Run 1, clock wires, drivers and flops:
Scale: 4 px per um.
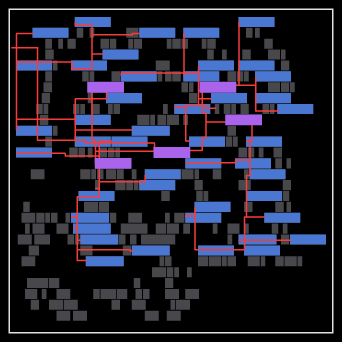
Run 1, cell density map:
Scale: 4 px per um. The die is cut into 8 by 8 equal tiles; dark blue is low, red is high, 0 to 100% covered.
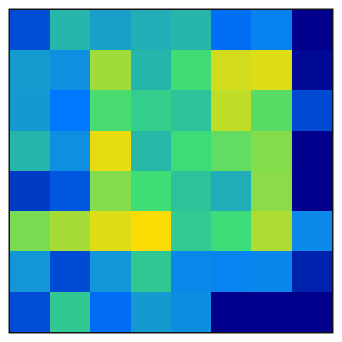
Run 1, routing congestion map:
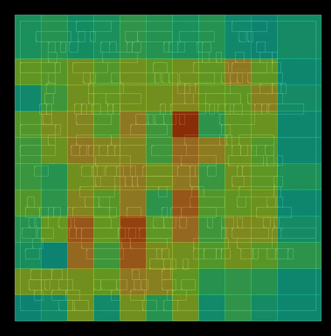
===== src/rtl/jtag_pkg.sv =====
// Shared TAP definitions: state encodings, default opcodes and the IR capture pattern.
package jtag_pkg;

    typedef enum logic [3:0] {
        TAP_EX2DR = 4'h0,
        TAP_EX1DR = 4'h1,
        TAP_SHDR  = 4'h2,
        TAP_PAUDR = 4'h3,
        TAP_SELIR = 4'h4,
        TAP_UPDDR = 4'h5,
        TAP_CAPDR = 4'h6,
        TAP_SELDR = 4'h7,
        TAP_EX2IR = 4'h8,
        TAP_EX1IR = 4'h9,
        TAP_SHIR  = 4'hA,
        TAP_PAUIR = 4'hB,
        TAP_RTI   = 4'hC,
        TAP_UPDIR = 4'hD,
        TAP_CAPIR = 4'hE,
        TAP_TLR   = 4'hF
    } tap_state_t;

    localparam int         IR_LENGTH_DEF   = 4;
    localparam logic [3:0] INS_BYPASS_DEF  = 4'b1111;
    localparam logic [3:0] INS_IDCODE_DEF  = 4'b0001;
    localparam logic [3:0] INS_USER_DR_DEF = 4'b0010;
    // The two LSBs every IR capture must present; upper bits are zero.
    localparam logic [1:0] IR_CAPTURE_LSBS = 2'b01;

endpackage


===== src/rtl/jtag_tap_ctrl_fsm.sv =====
// 16-state TAP state machine driven by TMS, with Moore decode of the DR strobes.
module tap_fsm
    import jtag_pkg::*;
(
    input  logic       i_tck,
    input  logic       i_trst,
    input  logic       i_tms,
    output logic [3:0] o_state,
    output logic [3:0] o_next_state,
    output logic       o_capture_dr,
    output logic       o_shift_dr,
    output logic       o_update_dr
);

    tap_state_t r_state;
    tap_state_t w_next;

    // State register, forced to Test-Logic-Reset asynchronously by TRST.
    always_ff @(posedge i_tck or posedge i_trst) begin
        if (i_trst) begin
            r_state <= TAP_TLR;
        end else begin
            r_state <= w_next;
        end
    end

    // Next-state logic: first branch is TMS=0, second is TMS=1.
    always_comb begin
        w_next = TAP_TLR;
        case (r_state)
            TAP_TLR:   if (i_tms) w_next = TAP_TLR;   else w_next = TAP_RTI;
            TAP_RTI:   if (i_tms) w_next = TAP_SELDR; else w_next = TAP_RTI;
            TAP_SELDR: if (i_tms) w_next = TAP_SELIR; else w_next = TAP_CAPDR;
            TAP_CAPDR: if (i_tms) w_next = TAP_EX1DR; else w_next = TAP_SHDR;
            TAP_SHDR:  if (i_tms) w_next = TAP_EX1DR; else w_next = TAP_SHDR;
            TAP_EX1DR: if (i_tms) w_next = TAP_UPDDR; else w_next = TAP_PAUDR;
            TAP_PAUDR: if (i_tms) w_next = TAP_EX2DR; else w_next = TAP_PAUDR;
            TAP_EX2DR: if (i_tms) w_next = TAP_UPDDR; else w_next = TAP_SHDR;
            TAP_UPDDR: if (i_tms) w_next = TAP_SELDR; else w_next = TAP_RTI;
            TAP_SELIR: if (i_tms) w_next = TAP_TLR;   else w_next = TAP_CAPIR;
            TAP_CAPIR: if (i_tms) w_next = TAP_EX1IR; else w_next = TAP_SHIR;
            TAP_SHIR:  if (i_tms) w_next = TAP_EX1IR; else w_next = TAP_SHIR;
            TAP_EX1IR: if (i_tms) w_next = TAP_UPDIR; else w_next = TAP_PAUIR;
            TAP_PAUIR: if (i_tms) w_next = TAP_EX2IR; else w_next = TAP_PAUIR;
            TAP_EX2IR: if (i_tms) w_next = TAP_UPDIR; else w_next = TAP_SHIR;
            TAP_UPDIR: if (i_tms) w_next = TAP_SELDR; else w_next = TAP_RTI;
            default:   w_next = TAP_TLR;
        endcase
    end

    // Strobes decode the current state; the DR acts on the edge that leaves it.
    always_comb begin
        o_capture_dr = 1'b0;
        o_shift_dr   = 1'b0;
        o_update_dr  = 1'b0;
        case (r_state)
            TAP_CAPDR: o_capture_dr = 1'b1;
            TAP_SHDR:  o_shift_dr   = 1'b1;
            TAP_UPDDR: o_update_dr  = 1'b1;
            default: begin
                o_capture_dr = 1'b0;
                o_shift_dr   = 1'b0;
                o_update_dr  = 1'b0;
            end
        endcase
    end

    assign o_state      = r_state;
    assign o_next_state = w_next;

endmodule


===== src/rtl/jtag_tap_ctrl.sv =====
// JTAG TAP controller top: instruction register, BYPASS and IDCODE registers and TDO mux.
module jtag_tap_ctrl
    import jtag_pkg::*;
#(
    parameter int                   IR_LENGTH   = IR_LENGTH_DEF,
    parameter logic [31:0]          IDCODE_VAL  = 32'h1000_0001,
    parameter logic [IR_LENGTH-1:0] INS_BYPASS  = {IR_LENGTH{1'b1}},
    parameter logic [IR_LENGTH-1:0] INS_IDCODE  = IR_LENGTH'(INS_IDCODE_DEF),
    parameter logic [IR_LENGTH-1:0] INS_USER_DR = IR_LENGTH'(INS_USER_DR_DEF)
) (
    input  logic                 TCK,
    input  logic                 TRST,
    input  logic                 TMS,
    input  logic                 TDI,
    input  logic                 DR_TDO,
    output logic                 TDO,
    output logic                 TDO_EN,
    output logic                 tdr_select,
    output logic                 Capture_DR,
    output logic                 Shift_DR,
    output logic                 Update_DR,
    output logic [IR_LENGTH-1:0] IR_OUT,
    output logic [3:0]           tap_state
);

    localparam logic [IR_LENGTH-1:0] IR_CAPTURE = {{(IR_LENGTH-2){1'b0}}, IR_CAPTURE_LSBS};

    logic [3:0]           w_state;
    logic [3:0]           w_next;
    logic                 w_sel_idcode;
    logic                 w_sel_user;
    logic                 w_sel_bypass;
    logic                 w_tdo;
    logic [IR_LENGTH-1:0] r_ir;
    logic [IR_LENGTH-1:0] r_ir_sr;
    logic                 r_bypass;
    logic [31:0]          r_idcode_sr;

    tap_fsm u_fsm (
        .i_tck        (TCK),
        .i_trst       (TRST),
        .i_tms        (TMS),
        .o_state      (w_state),
        .o_next_state (w_next),
        .o_capture_dr (Capture_DR),
        .o_shift_dr   (Shift_DR),
        .o_update_dr  (Update_DR)
    );

    // Undefined opcodes fall back to BYPASS so the chain length stays well defined.
    assign w_sel_idcode = (r_ir == INS_IDCODE);
    assign w_sel_user   = (r_ir == INS_USER_DR);
    assign w_sel_bypass = !w_sel_idcode && !w_sel_user;

    // Instruction register: forced to IDCODE while in or entering TLR, updated on leaving UpdIR.
    always_ff @(posedge TCK or posedge TRST) begin
        if (TRST) begin
            r_ir <= INS_IDCODE;
        end else if ((w_state == TAP_TLR) || (w_next == TAP_TLR)) begin
            r_ir <= INS_IDCODE;
        end else if (w_state == TAP_UPDIR) begin
            r_ir <= r_ir_sr;
        end else begin
            r_ir <= r_ir;
        end
    end

    // IR shift stage: capture pattern, then shift left with TDI into the LSB.
    always_ff @(posedge TCK or posedge TRST) begin
        if (TRST) begin
            r_ir_sr <= '0;
        end else if (w_state == TAP_CAPIR) begin
            r_ir_sr <= IR_CAPTURE;
        end else if (w_state == TAP_SHIR) begin
            r_ir_sr <= {r_ir_sr[IR_LENGTH-2:0], TDI};
        end else begin
            r_ir_sr <= r_ir_sr;
        end
    end

    // BYPASS bit: captures 0 and loads TDI, only while selected.
    always_ff @(posedge TCK or posedge TRST) begin
        if (TRST) begin
            r_bypass <= 1'b0;
        end else if (w_sel_bypass && (w_state == TAP_CAPDR)) begin
            r_bypass <= 1'b0;
        end else if (w_sel_bypass && (w_state == TAP_SHDR)) begin
            r_bypass <= TDI;
        end else begin
            r_bypass <= r_bypass;
        end
    end

    // IDCODE shift register, only while selected.
    always_ff @(posedge TCK or posedge TRST) begin
        if (TRST) begin
            r_idcode_sr <= IDCODE_VAL;
        end else if (w_sel_idcode && (w_state == TAP_CAPDR)) begin
            r_idcode_sr <= IDCODE_VAL;
        end else if (w_sel_idcode && (w_state == TAP_SHDR)) begin
            r_idcode_sr <= {r_idcode_sr[30:0], TDI};
        end else begin
            r_idcode_sr <= r_idcode_sr;
        end
    end

    // TDO source select by current state and active instruction.
    always_comb begin
        w_tdo = 1'b0;
        case (w_state)
            TAP_SHIR: w_tdo = r_ir_sr[IR_LENGTH-1];
            TAP_SHDR: begin
                if (w_sel_user) begin
                    w_tdo = DR_TDO;
                end else if (w_sel_idcode) begin
                    w_tdo = r_idcode_sr[31];
                end else begin
                    w_tdo = r_bypass;
                end
            end
            default: w_tdo = 1'b0;
        endcase
    end

    assign TDO        = w_tdo;
    assign TDO_EN     = (w_state == TAP_SHIR) || (w_state == TAP_SHDR);
    assign tdr_select = w_sel_user;
    assign IR_OUT     = r_ir;
    assign tap_state  = w_state;

endmodule


===== config.mk =====
export PLATFORM = sky130hd
export DESIGN_NAME = jtag_tap_ctrl
export DESIGN_NICKNAME = d
export VERILOG_FILES = /design/src/rtl/jtag_pkg.sv /design/src/rtl/jtag_tap_ctrl_fsm.sv /design/src/rtl/jtag_tap_ctrl.sv
export SDC_FILE = /design/constraint.sdc
export NUM_CORES = 1
export LEC_CHECK = 0
export CORE_MARGIN = 1
export CORE_UTILIZATION = 35
export CTS_BUF_LIST = sky130_fd_sc_hd__clkbuf_16
export DETAILED_ROUTE_END_ITERATION = 8
export GPL_ROUTABILITY_DRIVEN = 0
export PLACE_DENSITY = 0.49
export SYNTH_ARGS = -nofsm -noshare
export SYNTH_HDL_FRONTEND = slang
export SYNTH_HIERARCHICAL = 1
export SYNTH_SLANG_ARGS = --single-unit

===== constraint.sdc =====
create_clock -name TCK -period 4.81 [get_ports TCK]
set_input_delay 0.962 -clock TCK [delete_from_list [all_inputs] [get_ports TCK]]
set_output_delay 0.962 -clock TCK [all_outputs]
set_load 0.01 [all_outputs]

==> impl_metrics.csv, run 1 <==
group,metric,value,unit
outcome,outcome,"complete, no violations",
synth,yosys-stat-cells,218,
synth,ys_sh_mux,1.04,%
clock_tree,post_cts_resize_count,0,
synth,area_share_of_xor_xnor_cells_in_the_synthesized_design,0.406,%
route,routed_wirelength,3900,um
final_layout,layout-drive-gt1-share,13.2,%
global_route,grt.met2_usage,21.6,%
global_route,vias_in_the_first_global_route,1411,
global_route,grt.met3_usage,4.77,%
worst_setup_path,cp.arrival,2.44,ns
pwr,p_total,0.00137,W
route,drt-met1-wl,2050,um
pwr,power.switching,0.000486,W
final_layout,number_of_inserted_filler_cells_in_the_final_layout,585,
pwr,swShare,35.6,%
pwr,power_frac_clock,23.2,%
worst_setup_path,crit_path_cell_trace,"clkdlybuf4s50_1 > inv_1 > a221o_1 > o21ai_1 > clkdlybuf4s50_1",
synth,netlist-cell-type-count,34,
worst_setup_path,crit_path_start_kind,"input port",
synth,syn-mean-instance-area,9.89,um^2
pwr,power.internal,0.000879,W
final_timing,clock-skew-final,0.00562,ns
final_timing,total_neg_setup_slack,0,ns
synth,ys_chip_area,0.00216,mm^2
final_layout,n_antenna_cell,0,
route,met3RoutedLength,107,um
clock_tree,post_cts_setup_buffer_count,0,
global_route,grt_remaining_overflow,0,
synth,fp_nets,223,
final_layout,layoutNonFillerInstCount,310,
route,ant_nets,0,
pwr,dominant_power_group,"registers",
final_layout,area_growth_syn_to_layout,15.7,%
final_timing,final_min_period_over_clock_period,70.7,%
final_layout,regArea,0.00113,mm^2
placed_design,port_buffers,18,
worst_setup_path,worst_path_max_delay_cell,"sky130_fd_sc_hd__clkdlybuf4s50_1",
worst_setup_path,critPathRequiredTime,3.85,ns
clock_tree,numClockSinks,45,
synth,synth_flops,45,
worst_setup_path,worst-r2r-setup-slack,2.56,ns
synth,ys_seq_share,52.6,%
clock_tree,clock_pin_slew_reported_for_the_worst_setup_and_hold_paths_after_clock_tree_synthesis,0.06,ns
clock_tree,cts-root-to-sink-buffers,2,
global_route,grt_start_max_net_pins,65,
die,die_height,80.5,um
pwr,power.leakage,1.01,nW
placed_design,dpl.hpwl,2430,um
final_timing,finalSetupViolCount,0,
pwr,power.sequential.fraction,45.2,%
clock_tree,cts_buffers,5,
clock_tree,postCtsHoldBufs,0,
synth,fa_ha_area_share,0,%
pwr,seq_cell_power,0.000617,W
final_timing,layout_setup_ws,1.41,ns
pwr,max-vdd-ir-drop,0.275,mV
placed_design,placed_cells,302,
job,stage_log_warnings,26,
placed_design,detailedPlace.worstSlack,1.40,ns
die,core,0.00592,mm^2
pwr,power_attributed_to_the_clock_group,0.000317,W
worst_setup_path,critical-path-top-delay-family,"buffers and inverters",
route,via_count,1444,
route,met2_wirelength,1720,um
worst_setup_path,critPathMaxFanout,1,
synth,area_leaders,"sky130_fd_sc_hd__dfrtp_1, sky130_fd_sc_hd__nand2b_1, sky130_fd_sc_hd__dfstp_2",
route,initialDrtViolationCount,91,
die,fp.dieW,80.5,um
worst_setup_path,critical-path-top-cell-by-count,"sky130_fd_sc_hd__clkdlybuf4s50_1",
job,max_cap_violations,0,
final_layout,nets,239,
clock_tree,tritoncts,"yes",
synth,top_area_cell,"sky130_fd_sc_hd__dfrtp_1",
worst_setup_path,cp.buffers_inverters,3,
synth,synth.top_cells.by_count,"sky130_fd_sc_hd__nand2_1, sky130_fd_sc_hd__dfrtp_1, sky130_fd_sc_hd__nand2b_1, sky130_fd_sc_hd__o21ai_1, sky130_fd_sc_hd__o21ai_2",
Back to the opening pictures, 'clock wires, drivers and flops':
Key: clock wires = red [length 564 um]; clock drivers = purple [count 5]; flip-flops = blue [count 45]
There are 6 routed clock nets.

Back to the opening pictures, 'cell density map':
The mean over all tiles is 37%. The emptiest ninth of the die: south-east. The densest ninth of the die: center.

Back to the opening pictures, 'routing congestion map':
met1 capacity usage during global routing: 18.9%
DR WL/cell: 12.6 um
final standard cell utilization of the core: 42.1%

-- run 1: flip-flops by register name, summed over array words and instances, names as in the netlist --
signal / cells
r_idcode_sr: 32
r_bypass: 1
r_ir_sr: 4
u_fsm/o_state: 4
IR_OUT: 4
-- run 1: tightest hold or removal path, delay by kind of cell (launching register included) --
family	cells	cell delay [ns]
AND/OR/NAND/NOR	1	0.06
AND-OR/OR-AND	1	0.05
flip-flops	1	0.37
-- run 1: per-stage QoR --
stage | hold WS, ns | area (um^2)
after detailed placement | 0.463 | 2360
after global routing | 0.483 | 2490
after CTS | 0.472 | 2490
final | 0.471 | 2490
after global placement | 0.465 | 2360
after floorplan | 0.452 | 2160
-- run 1: area by class of cell --
class / instances / area share, %
Sequential cell: 45 / 45.5
Multi-Input combinational cell: 158 / 37.0
Timing Repair Buffer: 19 / 7.52
Clock buffer: 5 / 5.02
Tap cell: 75 / 3.76
Inverter: 5 / 0.752
Clock inverter: 3 / 0.451
-- run 1: path summary, 6_finish.rpt --
check / startpoint / cells after the start / endpoint
max: DR_TDO / 5 / TDO
min: r_idcode_sr[0]$_DFFE_PP1P_ / 2 / r_idcode_sr[0]$_DFFE_PP1P_
max in group asynchronous: TRST / 3 / r_idcode_sr[0]$_DFFE_PP1P_
max reg2reg: u_fsm/o_state[1]$_DFF_PP1_ / 4 / r_idcode_sr[11]$_DFFE_PP0P_
min in group asynchronous: TRST / 2 / u_fsm/o_state[3]$_DFF_PP1_
min reg2reg: r_idcode_sr[0]$_DFFE_PP1P_ / 2 / r_idcode_sr[0]$_DFFE_PP1P_
-- run 1: cells in the final DEF, fill, tap and decap left out, drive strengths merged, types with 6 or more instances in the layout --
master          n
clkdlybuf4s50  18
dfrtp          38
dfstp           7
inv             7
nand2          39
nand2b         36
nor2            8
nor3b           6
o21ai          42
Run 1, nets reached from selected ports:
Scale: 3 px per um.
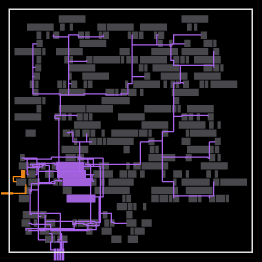

==> inputs of run 2 (changes only) <==
--- a/config.mk
+++ b/config.mk
@@ -10,7 +10,7 @@
 export CTS_BUF_LIST = sky130_fd_sc_hd__clkbuf_16
 export DETAILED_ROUTE_END_ITERATION = 8
 export GPL_ROUTABILITY_DRIVEN = 0
-export PLACE_DENSITY = 0.49
+export PLACE_DENSITY = 0.51
 export SYNTH_ARGS = -nofsm -noshare
 export SYNTH_HDL_FRONTEND = slang
 export SYNTH_HIERARCHICAL = 1
==> constraint.sdc (replaced) <==
create_clock -name TCK -period 3 [get_ports TCK]
set_input_delay 0.6 -clock TCK [delete_from_list [all_inputs] [get_ports TCK]]
set_output_delay 0.6 -clock TCK [all_outputs]
set_load 0.01 [all_outputs]
Run 2, nets reached from selected ports:
Scale: 3 px per um.
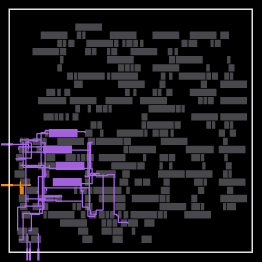
Key: Capture_DR = orange [direction output, end cells 1, wire 8.40 um]; tap_state = purple [direction output, end cells 4, wire 456 um]
io pins: 19
count of buffers inserted at the top-level ports: 18

==> impl_metrics.csv, run 2 <==
group,metric,value,unit
pwr,p_total,0.00220,W
final_layout,n_antenna_cell,0,
worst_setup_path,critPathRequiredTime,2.40,ns
synth,synth.top_cells.by_count,"sky130_fd_sc_hd__nand2_1, sky130_fd_sc_hd__dfrtp_1, sky130_fd_sc_hd__nand2b_1, sky130_fd_sc_hd__o21ai_1, sky130_fd_sc_hd__o21ai_2",
die,fp.dieW,80.5,um
final_layout,mostFrequentLayoutCell,"sky130_fd_sc_hd__nand2_1",
clock_tree,tritoncts,"yes",
global_route,grt_start_max_net_pins,65,
final_timing,finalSetupViolCount,0,
final_layout,layout-drive-gt1-share,14.7,%
worst_setup_path,worst_path_max_delay_cell,"sky130_fd_sc_hd__dfstp_2",
synth,synth_flops,45,
worst_hold_path,timing.hold.worst_path_depth,2,
worst_setup_path,ff2ff_path_depth,4,
route,route.detailed.wl_per_inst,12.2,um
die,core,0.00592,mm^2
worst_setup_path,crit_path_cell_trace,"nor3b_1 > o21ai_0 > o21ai_1 > clkdlybuf4s50_1",
synth,yosys-stat-cells,218,
route,initialDrtViolationCount,69,
final_timing,final_min_period_over_clock_period,91.5,%
synth,ys_seq_share,52.6,%
clock_tree,cts_buffers,5,
worst_setup_path,cp.arrival,2.14,ns
pwr,swShare,35.4,%
final_layout,final_layout_top_logic_cells,"sky130_fd_sc_hd__nand2_1, sky130_fd_sc_hd__dfrtp_1, sky130_fd_sc_hd__nand2b_1",
worst_setup_path,worst-r2r-setup-slack,1.19,ns
worst_setup_path,cp.buffers_inverters,1,
final_layout,area_growth_syn_to_layout,16.8,%
clock_tree,cts-root-to-sink-buffers,2,
final_layout,nets,242,
worst_hold_path,hold-path-endpoint,"r_idcode_sr[0]$_DFFE_PP1P_",
outcome,outcome,"complete, no violations",
synth,area_leaders,"sky130_fd_sc_hd__dfrtp_1, sky130_fd_sc_hd__nand2b_1, sky130_fd_sc_hd__dfstp_2",
final_layout,finish.instance_area,0.00252,mm^2
pwr,power.internal,0.00142,W
pwr,seq_cell_power,0.000928,W
clock_tree,post_cts_resize_count,0,
worst_setup_path,critical-path-top-delay-family,"flip-flops",
pwr,power_attributed_to_the_clock_group,0.000518,W
final_timing,layout_setup_ws,0.255,ns
pwr,max-vdd-ir-drop,0.445,mV
worst_setup_path,cp_num_cells,4,
clock_tree,numClockSinks,45,
worst_setup_path,critPathMaxFanout,16,
Run 2, clock wires, drivers and flops:
Scale: 4 px per um.
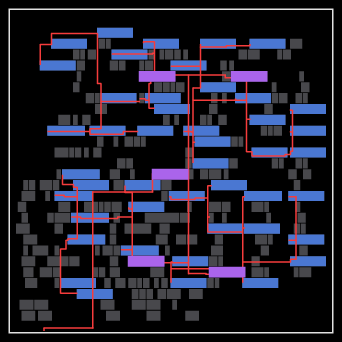
Key: flip-flops = blue [count 45]; clock drivers = purple [count 5]; clock wires = red [length 604 um]
There are 6 routed clock nets.
clock tree skew after final layout: 0.00297 ns
share of total power in the clock network: 23.5%
later-pin clock latency in the skew report: 0.28 ns

-- run 2: cell counts after synthesis --
Identical to the previous run, type by type.
-- run 2: worst max-delay path by stage --
stage                                    start  endpoint  slack (ns)
global placement                        DR_TDO       TDO        0.33
floorplan           u_fsm/o_state[1]$_DFF_PP1_       TDO        0.91
CTS                 u_fsm/o_state[1]$_DFF_PP1_       TDO        0.24
finish              u_fsm/o_state[1]$_DFF_PP1_       TDO        0.26
global route        u_fsm/o_state[1]$_DFF_PP1_       TDO        0.07
detailed placement                      DR_TDO       TDO        0.33
-- run 2: area by class of cell --
type / instances / area [um^2]
clock buffers: 5 / 125
clock inverters: 3 / 12.5
fillers: 593 / 3400
inverters: 5 / 18.8
multi-input cells: 158 / 923
flip-flops and latches: 45 / 1130
well taps: 75 / 93.8
repair buffers: 22 / 210
-- run 2: cells by family after synthesis --
logic type / after synthesis / synth area share (%)
XOR/XNOR: 1 / 0.406
flip-flops: 45 / 52.6
buffers and inverters: 15 / 4.58
AND-OR/OR-AND: 53 / 15.5
AND/OR/NAND/NOR: 102 / 25.9
multiplexers: 2 / 1.04
-- run 2: metal layers --
| layer | track usage [%] | vias up | wire, um |
|---|---|---|---|
| li1 | - | 769 | - |
| met1 | 17.7 | 680 | 1860 |
| met2 | 21.9 | 13 | 1770 |
| met3 | 4.09 | 6 | 115 |
| met4 | 6.43 | 0 | 83 |
| met5 | 0 | - | 0 |
-- run 2: tightest hold or removal path, cell delays in order, from the launching register on --
cell and delay [ns]:
sky130_fd_sc_hd__dfstp_2 0.37, sky130_fd_sc_hd__nand2_1 0.06, sky130_fd_sc_hd__o21ai_2 0.05
No activity file was given, so power comes from the tool's default toggle rates.
